**src/rtl/tnn_pkg.sv**
```systemverilog
// rtl/tnn_pkg.sv - shared constants and types for the TNN feature framer
package tnn_pkg;
  localparam int N_FEAT = 7;
  localparam int RAW_W  = 8;
  localparam int Q_W    = 2;
  localparam int ERR_W  = 8;
  localparam int IDX_W  = 3;

  // Default thresholds sit at the quarter points of the raw range.
  localparam logic [RAW_W-1:0] DEF_T0 = RAW_W'(1 << (RAW_W - 2));
  localparam logic [RAW_W-1:0] DEF_T1 = RAW_W'(2 << (RAW_W - 2));
  localparam logic [RAW_W-1:0] DEF_T2 = RAW_W'(3 << (RAW_W - 2));

  typedef logic [N_FEAT*Q_W-1:0] feat_frame_t;
  typedef logic [Q_W-1:0]        q_t;
endpackage

```
**src/rtl/tnn_thr_quant.sv**
```systemverilog
// rtl/tnn_thr_quant.sv - one feature's threshold registers and 2-bit quantizer
module tnn_thr_quant
  import tnn_pkg::*;
(
  input  logic             clk,
  input  logic             rst,
  input  logic             we,
  input  logic [1:0]       sel,
  input  logic [RAW_W-1:0] thr,
  input  logic [RAW_W-1:0] x,
  output q_t               q
);

  logic [RAW_W-1:0] t0, t1, t2;

  always_ff @(posedge clk) begin
    if (rst) begin
      t0 <= DEF_T0;
      t1 <= DEF_T1;
      t2 <= DEF_T2;
    end else if (we) begin
      case (sel)
        2'd0:    t0 <= thr;
        2'd1:    t1 <= thr;
        2'd2:    t2 <= thr;
        default: ;
      endcase
    end
  end

  // Thresholds are not sorted; q is just the number of thresholds met.
  assign q = q_t'(x >= t0) + q_t'(x >= t1) + q_t'(x >= t2);

endmodule

```
**src/rtl/tnn_feature_framer.sv**
```systemverilog
// rtl/tnn_feature_framer.sv - quantizes raw samples and frames 7 features for the TNN classifier
module tnn_feature_framer
  import tnn_pkg::*;
(
  input  logic             clk,
  input  logic             rst,
  input  logic             in_valid,
  output logic             in_ready,
  input  logic [RAW_W-1:0] in_data,
  input  logic             in_last,
  input  logic             cfg_we,
  input  logic [2:0]       cfg_feat,
  input  logic [1:0]       cfg_sel,
  input  logic [RAW_W-1:0] cfg_thr,
  output logic             out_valid,
  input  logic             out_ready,
  output feat_frame_t      out_feat,
  output logic             err_pulse,
  output logic [ERR_W-1:0] err_cnt
);

  if (Q_W != 2) begin : g_qw_check
    $error("tnn_feature_framer supports only Q_W == 2");
  end

  localparam logic [IDX_W-1:0] LAST_IDX = IDX_W'(N_FEAT - 1);

  logic [IDX_W-1:0] idx;
  feat_frame_t      collect;
  feat_frame_t      frame_done;
  q_t               q_all [N_FEAT];
  logic             last_slot;
  logic             accept;
  logic             good;
  logic             bad;

  for (genvar i = 0; i < N_FEAT; i++) begin : g_feat
    tnn_thr_quant u_quant (
      .clk (clk),
      .rst (rst),
      .we  (cfg_we && (cfg_feat == IDX_W'(i)) && (cfg_sel != 2'd3)),
      .sel (cfg_sel),
      .thr (cfg_thr),
      .x   (in_data),
      .q   (q_all[i])
    );
  end

  // Collect register with the current beat's quantized value dropped into slot idx.
  always_comb begin
    frame_done = collect;
    for (int i = 0; i < N_FEAT; i++) begin
      if (idx == IDX_W'(i)) frame_done[i*Q_W +: Q_W] = q_all[i];
    end
  end

  assign last_slot = (idx == LAST_IDX);
  assign in_ready  = !(last_slot && out_valid && !out_ready);
  assign accept    = in_valid && in_ready;
  assign good      = accept && last_slot && in_last;
  assign bad       = accept && (last_slot != in_last);

  always_ff @(posedge clk) begin
    if (rst) begin
      idx       <= '0;
      collect   <= '0;
      out_feat  <= '0;
      out_valid <= 1'b0;
      err_pulse <= 1'b0;
      err_cnt   <= '0;
    end else begin
      err_pulse <= bad;
      if (bad && (err_cnt != '1)) err_cnt <= err_cnt + 1'b1;

      if (accept) begin
        if (good || bad) begin
          idx     <= '0;
          collect <= '0;
        end else begin
          idx     <= idx + 1'b1;
          collect <= frame_done;
        end
      end

      // A completing beat can only be accepted when the buffer is free or draining.
      if (good) begin
        out_feat  <= frame_done;
        out_valid <= 1'b1;
      end else if (out_ready) begin
        out_valid <= 1'b0;
      end
    end
  end

endmodule

```
**config.mk**
```make
export PLATFORM = sky130hd
export DESIGN_NAME = tnn_feature_framer
export DESIGN_NICKNAME = d
export VERILOG_FILES = /design/src/rtl/tnn_pkg.sv /design/src/rtl/tnn_thr_quant.sv /design/src/rtl/tnn_feature_framer.sv
export SDC_FILE = /design/constraint.sdc
export NUM_CORES = 1
export LEC_CHECK = 0
export CORE_ASPECT_RATIO = 0.75
export CORE_MARGIN = 3
export CORE_UTILIZATION = 66
export DETAILED_ROUTE_END_ITERATION = 7
export PLACE_DENSITY_LB_ADDON = 0.15
export SLEW_MARGIN = 5
export SYNTH_ARGS = -nofsm -noshare
export SYNTH_HDL_FRONTEND = slang
export SYNTH_SLANG_ARGS = --single-unit
```
**constraint.sdc**
```tcl
create_clock -name clk -period 7.53 [get_ports clk]
set_input_delay 1.506 -clock clk [delete_from_list [all_inputs] [get_ports clk]]
set_output_delay 1.506 -clock clk [all_outputs]
set_load 0.005 [all_outputs]
```
==> run notes, run 1 <==
Status on the layout run. The flow ran to the end, and the final reports show no timing, DRC or antenna violations. After detailed routing, no signal wire sits above met4. Of the synthesized area, sequential elements account for 0.345. At the end of the flow, the number of nets in the layout was ~1700. Worst hold path cell count landed at 2. Total global routing track utilization landed at 0.315. Pin count of the biggest net entering global routing landed at roughly 130. Per the post-CTS timing run, clock transition at the registers of the reported paths is roughly 0.06 ns. The number of hold buffers added after CTS was 0. Per the hold report, the tightest min-delay path originates at g_feat[2].u_quant.t0[3].

Post-synthesis share of cell area spent on xor and xnor gates landed at 0. Register-to-register path setup slack landed at 5.02 ns. Achievable frequency landed at roughly 230 MHz. The first global-routing pass estimated approximately 50 mm of wire. Area share of fa/ha/maj cells after synthesis landed at 0.193. Number of global-route vias before repair landed at roughly 9700. Per the CTS log, the maximum H-tree level is 1. Counting pins that exceed their max-slew limit in the final report gives 0. Ratio of cells with drive above 1 in the final layout landed at 0.0514. For reference, the mux area share after synthesis is 0.0359. TritonCTS built the clock tree. Ranking logic cells in the layout by count gives the top entries 207 x dfxtp_1, 199 x a21oi_1, 174 x ha_1, 172 x inv_1, 156 x nand2_1. In this run the clock root is driven by a clkbuf_16. Summed over all layers, the global routing overflow is 0. The critical path endpoint has a required time of roughly 7.9 ns.

STA classifies the critical path endpoint as a flop. Counting every instance in the synthesized netlist gives 1472. The report lists the number of standard-cell rows as about 42. Width of the chip landed at ~160 um.

Count of buffers inserted at the top-level ports landed at just over 50. Per STA, the startpoint of the critical path is in_data[0]. Die span in y landed at roughly 120 um.

Via count normalized by instance count landed at between 6 and 7.
run 1: synth_stat cells (all sizes together) (9+ instances only):
library cell / instances
ha: 174
a211oi: 13
a211o: 12
buf: 13
clkbuf: 67
nand3: 103
o31ai: 21
o21ba: 9
a311o: 16
a21o: 21
nand2b: 23
and2: 11
inv: 172
o22ai: 23
mux2i: 42
a21oi: 199
nand2: 156
dfxtp: 207
o21ai: 37
nor2: 102
run 1: power breakdown:
part,internal (mW),switching (mW)
sequential,1.11,0.00563
clock,0.581,0.431
combinational,0.101,0.186
total,1.79,0.623
run 1: worst max-delay path by stage:
stage | slack [ns] | endpoint
6_report | 3.17 | collect[1]
5_1_grt | 3.06 | collect[3]
4_1_cts | 3.19 | collect[1]
3_5_place_dp | 2.67 | collect[1]
3_3_place_gp | 2.80 | collect[1]
2_1_floorplan | 3.81 | collect[2]
run 1: cell type report:
cell class,count,area [um2]
Clock buffer,31,636
Clock inverter,2,13.8
Fill cell,1359,4400
Inverter,172,646
Multi-Input combinational cell,1013,6930
Sequential cell,207,4140
Tap cell,242,303
Timing Repair Buffer,74,684
run 1: metrics by stage:
stage | worst slack (ns) | hold WS (ns) | utilization | area, um2 | instances
finish | 3.17 | 0.455 | 0.752 | 13400 | 1741
global route | 3.06 | 0.467 | 0.752 | 13400 | 1741
CTS | 3.19 | 0.454 | 0.752 | 13400 | 1741
detailed placement | 2.67 | 0.446 | 0.716 | 12700 | 1708
global placement | 2.80 | 0.442 | 0.716 | 12700 | 1708
floorplan | 3.81 | 0.436 | - | 12000 | 1472
run 1: critical path, stage by stage:
cell and delay (ns):
clkdlybuf4s50_1 0.42, inv_1 0.76, ha_1 0.38, nand2b_1 0.14, a21o_1 0.17, a21oi_1 0.18, o31ai_1 0.14, fa_1 0.54
mux2i_1 0.24, nor2_1 0.08, o21ba_2 0.21
Run 1, wiring by layer:
Scale: 1.5 px per um.
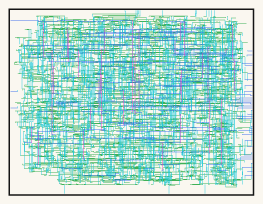
M2: drawn in cyan, wire length 13600 um. M3: drawn in blue, wire length 2580 um. M1: drawn in green, wire length 14200 um. M4: drawn in magenta, wire length 781 um.

Run 1, pin map:
Scale: 2 px per um. Pins as bars across the die edge, other pins in gray.
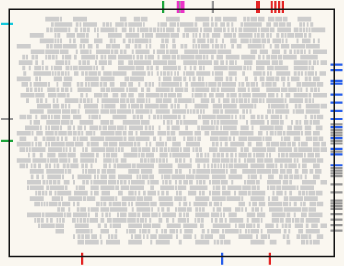
clk: drawn in cyan, pins 1, direction input, edge left. cfg_feat: drawn in magenta, pins 3, direction input, edge top. in_data: drawn in red, pins 8, direction input, edge 6 top, 2 bottom. cfg_sel: drawn in green, pins 2, direction input, edge 1 top, 1 left. out_feat: drawn in blue, pins 14, direction output, edge 13 right, 1 bottom.
All pins by edge: 34 right, 12 top, 3 left, 3 bottom.

Run 1, cell area per tile:
Scale: 2 px per um. 16 x 12 tiles, from black (low) to pale yellow (high), 0 to 100% covered.
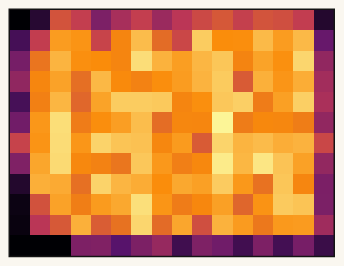
The mean over all tiles is 66%. 2.1% of the tiles are nearly empty. 48% of the tiles are over 75% full. The fullest tile reaches 98%.
core box area: 0.0178 mm2
final core utilization: 0.752
Initial Util: 0.676

Run 1, placement by cell class:
Scale: 1.5 px per um.
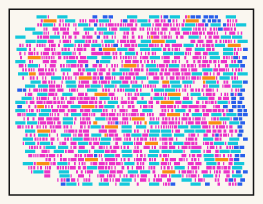

## Run 2: what changed since run 1
CORE_UTILIZATION = 56   (was 66)
clock period = 3.5 ns   (was 7.53 ns; I/O delays follow)
Run 2, placement by cell class:
Scale: 1.5 px per um.
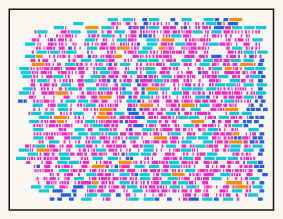
remaining logic cells: drawn in magenta, cells 1185, share of their area 56%. clock drivers and dummy loads: drawn in orange, cells 37, share of their area 5.5%. remaining buffers and delay cells: drawn in blue, cells 106, share of their area 7.8%. registers: drawn in cyan, cells 207, share of their area 31%.
final core utilization: 0.671
Seq/total area: 0.299
Rows: 45
core box area: 0.0207 mm2
final design area excluding fillers: 0.0139 mm2

==> run notes, run 2 <==
Status on the layout run. The leftover overflow at the end of global routing came to 0 (unchanged). Net count reported at finish landed at 1730 (was 1698). The combinational share of cell area is 0.500 (was 0.519).

Clock buffer count in the final layout landed at 34 (was 31). The final worst setup slack is 0.384 ns (was 3.17 ns). Clock transition at the registers of the reported paths landed at 0.06 ns (about the same). The combined flip-flop and latch cell area came to 0.00414 mm2 (unchanged). The clock distribution area overhead in the final layout was 0.0533 (was 0.0486). Most frequent logic cells in the routed design: 207 x dfxtp_1, 199 x a21oi_1, 174 x ha_1, 172 x inv_1, 156 x nand2_1 (unchanged). The area share of fa/ha/maj cells after synthesis is 0.193 (unchanged). The most frequent cell after synthesis is dfxtp_1 (unchanged). Count of buffers inserted at the top-level ports landed at 51 (unchanged). The count of flip-flops and latches is 207 (unchanged).

Ratio of cells with drive above 1 in the final layout landed at 0.0749 (was 0.0514). The via count normalized by instance count is 5.77 (was 6.01). The cell class ranked first by area is logic gates (unchanged). The number of global-route vias before repair was 9889 (was 9697). Number of levels in the clock H-tree landed at 1 (unchanged). The die span in y is 133 um (was 123 um). The CTS tree was done (unchanged). Number of buffers inserted for hold repair after clock tree synthesis landed at 0 (unchanged). The launching instance or port of the critical path is in_data[0] (unchanged). Post-place setup slack landed at -0.137 ns (was 2.67 ns).

Status: finished clean (unchanged). The last element of the critical path is collect[10] (was collect[1]). The final non-filler cell total is 1817 (was 1741). Achievable frequency landed at about 320 MHz. The type of destination of the critical path is a flop (unchanged).

The pin count of the biggest net entering global routing came to 107 (was 128). The total of fill cells in the finished design is 1795 (was 1359).
Run 2, cell area per tile:
Scale: 2 px per um. 18 x 13 tiles, from black (low) to pale yellow (high), 0 to 100% covered.
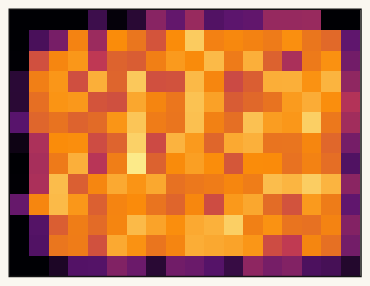
6.4% of the tiles are nearly empty. The emptiest ninth of the die: upper left. The mean over all tiles is 58%. The fullest tile reaches 96%.
Initial Util: 0.581

run 2: cell counts after synthesis:
No cell type changed its count.
run 2: metal layers:
layer,global-route usage,up-vias,routed length [um],share of wire
li1,-,5159,-,-
met1,0.400,4875,15100,0.46
met2,0.420,371,13800,0.42
met3,0.0502,82,2540,0.078
met4,0.0850,0,1080,0.033
met5,0,-,0,0
run 2: worst min-delay path by stage:
stage	start	to	slack [ns]	depth (start not counted)
2_1_floorplan	g_feat[0].u_quant.t0[1]	g_feat[0].u_quant.t0[1]	0.44	2
3_3_place_gp	g_feat[4].u_quant.t1[5]	g_feat[4].u_quant.t1[5]	0.44	2
3_5_place_dp	g_feat[4].u_quant.t0[7]	g_feat[4].u_quant.t0[7]	0.45	2
4_1_cts	g_feat[2].u_quant.t2[4]	g_feat[2].u_quant.t2[4]	0.46	2
5_1_grt	g_feat[4].u_quant.t2[4]	g_feat[4].u_quant.t2[4]	0.47	2
6_report	g_feat[4].u_quant.t0[7]	g_feat[4].u_quant.t0[7]	0.45	2
run 2: where the power goes:
part           total (mW)  switching (mW)  internal, mW
registers            2.39          0.0121          2.38
clock network        2.40           0.962          1.43
logic               0.669           0.415         0.254
total                5.45            1.39          4.06
run 2: worst max-delay path: stages:
cell	delay, ns
clkdlybuf4s50_1	0.45
inv_1	0.18
buf_4	0.25
ha_1	0.27
nand2b_1	0.10
a21o_1	0.11
a21oi_1	0.06
o31ai_1	0.45
fa_1	0.47
mux2i_1	0.18
nor2_1	0.08
o21ba_2	0.21
run 2: metrics by stage:
step	area [um2]	setup TNS [ns]	hold WS [ns]
after floorplan	12000	0	0.436
after global placement	13100	-0.102	0.442
after detailed placement	13100	-0.677	0.447
after CTS	13900	0	0.455
after global routing	13900	0	0.474
final	13900	0	0.451
Power figures rest on the tool's default switching activity, not on a simulated workload.
